`src/rtl/parking_pkg.sv`:
```
// Shared constants for the parking slot manager: response status codes and default slot count.
package parking_pkg;

  localparam int NUM_SLOTS_DEF = 8;

  typedef enum logic [1:0] {
    ST_OK       = 2'd0,
    ST_CONFLICT = 2'd1,
    ST_FULL     = 2'd2,
    ST_BAD_SLOT = 2'd3
  } status_e;

endpackage

```
`src/rtl/parking_free_slot_finder.sv`:
```
// Combinational priority encoder: lowest-index zero bit of the occupancy map, plus a found flag.
module parking_free_slot_finder #(
  parameter  int NUM_SLOTS = 8,
  localparam int SLOT_W    = $clog2(NUM_SLOTS)
) (
  input  logic [NUM_SLOTS-1:0] occupancy_i,
  output logic [SLOT_W-1:0]    free_idx_o,
  output logic                 found_o
);

  // Scanning downward leaves the lowest free index as the final assignment.
  always_comb begin
    free_idx_o = '0;
    found_o    = 1'b0;
    for (int i = NUM_SLOTS - 1; i >= 0; i--) begin
      if (!occupancy_i[i]) begin
        free_idx_o = SLOT_W'(i);
        found_o    = 1'b1;
      end
    end
  end

endmodule

```
`src/rtl/parking_slot_manager.sv`:
```
// Occupancy bitmap with entry/exit requests over valid/ready; one-deep response buffer, latency 1.
// req_ready drops only while a response is held and the consumer is not taking it.
module parking_slot_manager
  import parking_pkg::*;
#(
  parameter  int NUM_SLOTS = NUM_SLOTS_DEF,
  localparam int SLOT_W    = $clog2(NUM_SLOTS),
  localparam int CNT_W     = $clog2(NUM_SLOTS + 1)
) (
  input  logic                 clk,
  input  logic                 rst_n,
  input  logic                 req_valid,
  output logic                 req_ready,
  input  logic                 req_exit,
  input  logic                 req_auto,
  input  logic [SLOT_W-1:0]    req_slot,
  output logic                 rsp_valid,
  input  logic                 rsp_ready,
  output logic [1:0]           rsp_status,
  output logic [SLOT_W-1:0]    rsp_slot,
  output logic [NUM_SLOTS-1:0] occupancy,
  output logic [CNT_W-1:0]     free_count,
  output logic                 full,
  output logic                 empty
);

  logic [NUM_SLOTS-1:0] occ_q, occ_d;
  logic [CNT_W-1:0]     cnt_q, cnt_d;
  logic                 full_q, empty_q;
  logic                 rsp_vld_q, rsp_vld_d;
  status_e              st_q, st_d;
  logic [SLOT_W-1:0]    slot_q, slot_d;

  logic              accept;
  logic              uses_slot;
  logic              bad_slot;
  logic [SLOT_W-1:0] free_idx;
  logic              free_found;

  parking_free_slot_finder #(.NUM_SLOTS(NUM_SLOTS)) u_finder (
    .occupancy_i (occ_q),
    .free_idx_o  (free_idx),
    .found_o     (free_found)
  );

  assign req_ready = !rsp_vld_q || rsp_ready;
  assign accept    = req_valid && req_ready;
  assign uses_slot = req_exit || !req_auto;
  // Widened compare so non-power-of-two slot counts can reject unused codes.
  assign bad_slot  = ({1'b0, req_slot} >= (SLOT_W + 1)'(NUM_SLOTS));

  always_comb begin
    occ_d     = occ_q;
    cnt_d     = cnt_q;
    rsp_vld_d = rsp_vld_q;
    st_d      = st_q;
    slot_d    = slot_q;
    if (rsp_vld_q && rsp_ready) begin
      rsp_vld_d = 1'b0;
    end
    if (accept) begin
      rsp_vld_d = 1'b1;
      slot_d    = req_slot;
      if (uses_slot && bad_slot) begin
        st_d = ST_BAD_SLOT;
      end else if (!req_exit && req_auto) begin
        if (full_q || !free_found) begin
          st_d   = ST_FULL;
          slot_d = '0;
        end else begin
          st_d            = ST_OK;
          slot_d          = free_idx;
          occ_d[free_idx] = 1'b1;
          cnt_d           = cnt_q - CNT_W'(1);
        end
      end else if (!req_exit) begin
        if (occ_q[req_slot]) begin
          st_d = ST_CONFLICT;
        end else begin
          st_d            = ST_OK;
          occ_d[req_slot] = 1'b1;
          cnt_d           = cnt_q - CNT_W'(1);
        end
      end else begin
        if (!occ_q[req_slot]) begin
          st_d = ST_CONFLICT;
        end else begin
          st_d            = ST_OK;
          occ_d[req_slot] = 1'b0;
          cnt_d           = cnt_q + CNT_W'(1);
        end
      end
    end
  end

  always_ff @(posedge clk) begin
    if (!rst_n) begin
      occ_q     <= '0;
      cnt_q     <= CNT_W'(NUM_SLOTS);
      full_q    <= 1'b0;
      empty_q   <= 1'b1;
      rsp_vld_q <= 1'b0;
      st_q      <= ST_OK;
      slot_q    <= '0;
    end else begin
      occ_q     <= occ_d;
      cnt_q     <= cnt_d;
      full_q    <= (cnt_d == '0);
      empty_q   <= (cnt_d == CNT_W'(NUM_SLOTS));
      rsp_vld_q <= rsp_vld_d;
      st_q      <= st_d;
      slot_q    <= slot_d;
    end
  end

  assign rsp_valid  = rsp_vld_q;
  assign rsp_status = st_q;
  assign rsp_slot   = slot_q;
  assign occupancy  = occ_q;
  assign free_count = cnt_q;
  assign full       = full_q;
  assign empty      = empty_q;

endmodule

```
`config.mk`:
```
export PLATFORM = sky130hd
export DESIGN_NAME = parking_slot_manager
export DESIGN_NICKNAME = d
export VERILOG_FILES = /design/src/rtl/parking_pkg.sv /design/src/rtl/parking_free_slot_finder.sv /design/src/rtl/parking_slot_manager.sv
export SDC_FILE = /design/constraint.sdc
export NUM_CORES = 1
export LEC_CHECK = 0
export ABC_AREA = 1
export CORE_AREA = 2 2 58 60
export CTS_CLUSTER_SIZE = 40
export DETAILED_ROUTE_END_ITERATION = 6
export DIE_AREA = 0 0 60 62
export PLACE_DENSITY = 0.83
export SETUP_SLACK_MARGIN = 0.02
export SYNTH_ARGS = -nofsm -noshare
export SYNTH_HDL_FRONTEND = slang
export SYNTH_SLANG_ARGS = --single-unit
```
`constraint.sdc`:
```
create_clock -name clk -period 2.7 [get_ports clk]
set_clock_uncertainty 0.05 [all_clocks]
set_input_delay 0.81 -clock clk [delete_from_list [all_inputs] [get_ports clk]]
set_output_delay 0.81 -clock clk [all_outputs]
set_load 0.01 [all_outputs]
```
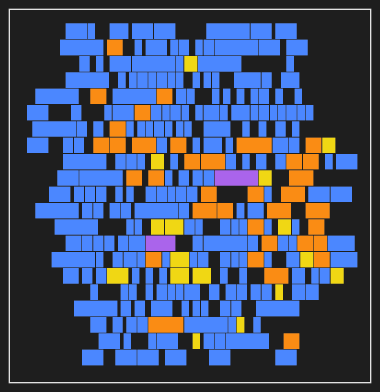
Figure 1: run 1, cell sizes after repair.
(6 px per um)
Key: _2 cells = yellow [cells 16, share 5.7%]; _3 and _4 cells = orange [cells 36, share 13%, most used buf_4]; _6 and larger = purple [cells 2, share 0.72%]; _0 and _1 cells = blue [cells 225, share 81%, most used nand2_1]
Non-CTS buffers: 51
Area Overhead vs Synth: 32.76%
design area: 2033 um^2
setup ws final: 0.1898 ns

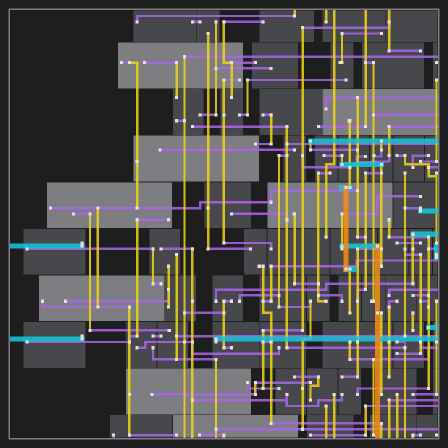
Figure 2: run 1, close-up of the layout.
Region (2, 34) to (27, 59) um. Cells in gray, sequential cells in the stronger gray; small squares are vias.
Key: metal 4 = orange; metal 2 = yellow; metal 3 = cyan; metal 1 = purple
Most frequent: clkdlybuf4s50_1 (9), nand2_1 (8), dfxtp_1 (8). Netlist names of flops here include rsp_slot (2), rsp_status (2). Sequential cells in the window: 8. 57 logic cells have their middle in the window.

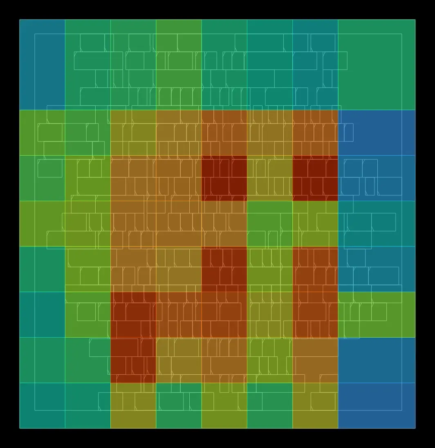
Figure 3: run 1, congestion heat map.
post-DR wirelength/cell: 12.49 um
Core Util, Final: 0.6395
global-route met2 utilization: 0.3509
global-route usage over all layers: 0.2293

==> impl_metrics.json <==
{
  "antenna_left": 0,
  "grt_pass1_vias": 1424,
  "vias": 1698,
  "post-route-min-period_ns": 2.510,
  "syn_nets": 242,
  "path_delay_family": "simple AND/OR/NAND/NOR gates",
  "final-comb-area_um2": 983.4,
  "inverters": 25,
  "syn_area_per_cell_um2": 6.630,
  "power-top-group": "sequential cells",
  "layout_top_cell": "nand2_1",
  "ff2ff_path_depth": 12,
  "whs_path_depth": 2,
  "dr_wl_met3_um": 322,
  "ys_cells": 231,
  "drt_iter0_drc": 99,
  "pwr-share-clk": 0.221,
  "drc": 0,
  "worstPathMaxFanout": 8,
  "ios": 30,
  "wl_met2_um": 1855,
  "drt_wl_total_um": 4058,
  "cts_made_buffers": 3,
  "fin_crit_sh": 0.9297,
  "top_area_frac": 0.2614,
  "fmax_mhz": 398.4,
  "power_frac_comb": 0.355,
  "cts-root-buf": "clkbuf_4",
  "outcome": "complete, no violations",
  "met1_length_um": 1856,
  "intPower_w": 0.0005319,
  "seq_cell_count": 20,
  "end_kind": "flip-flop",
  "edf_count": 0,
  "clock_area_frac": 0.01785,
  "clk_pin_slew_ns": 0.11,
  "antenna_found_initial": 0,
  "swShare": 0.3434
}
Power is estimated from default activity; no workload was simulated.
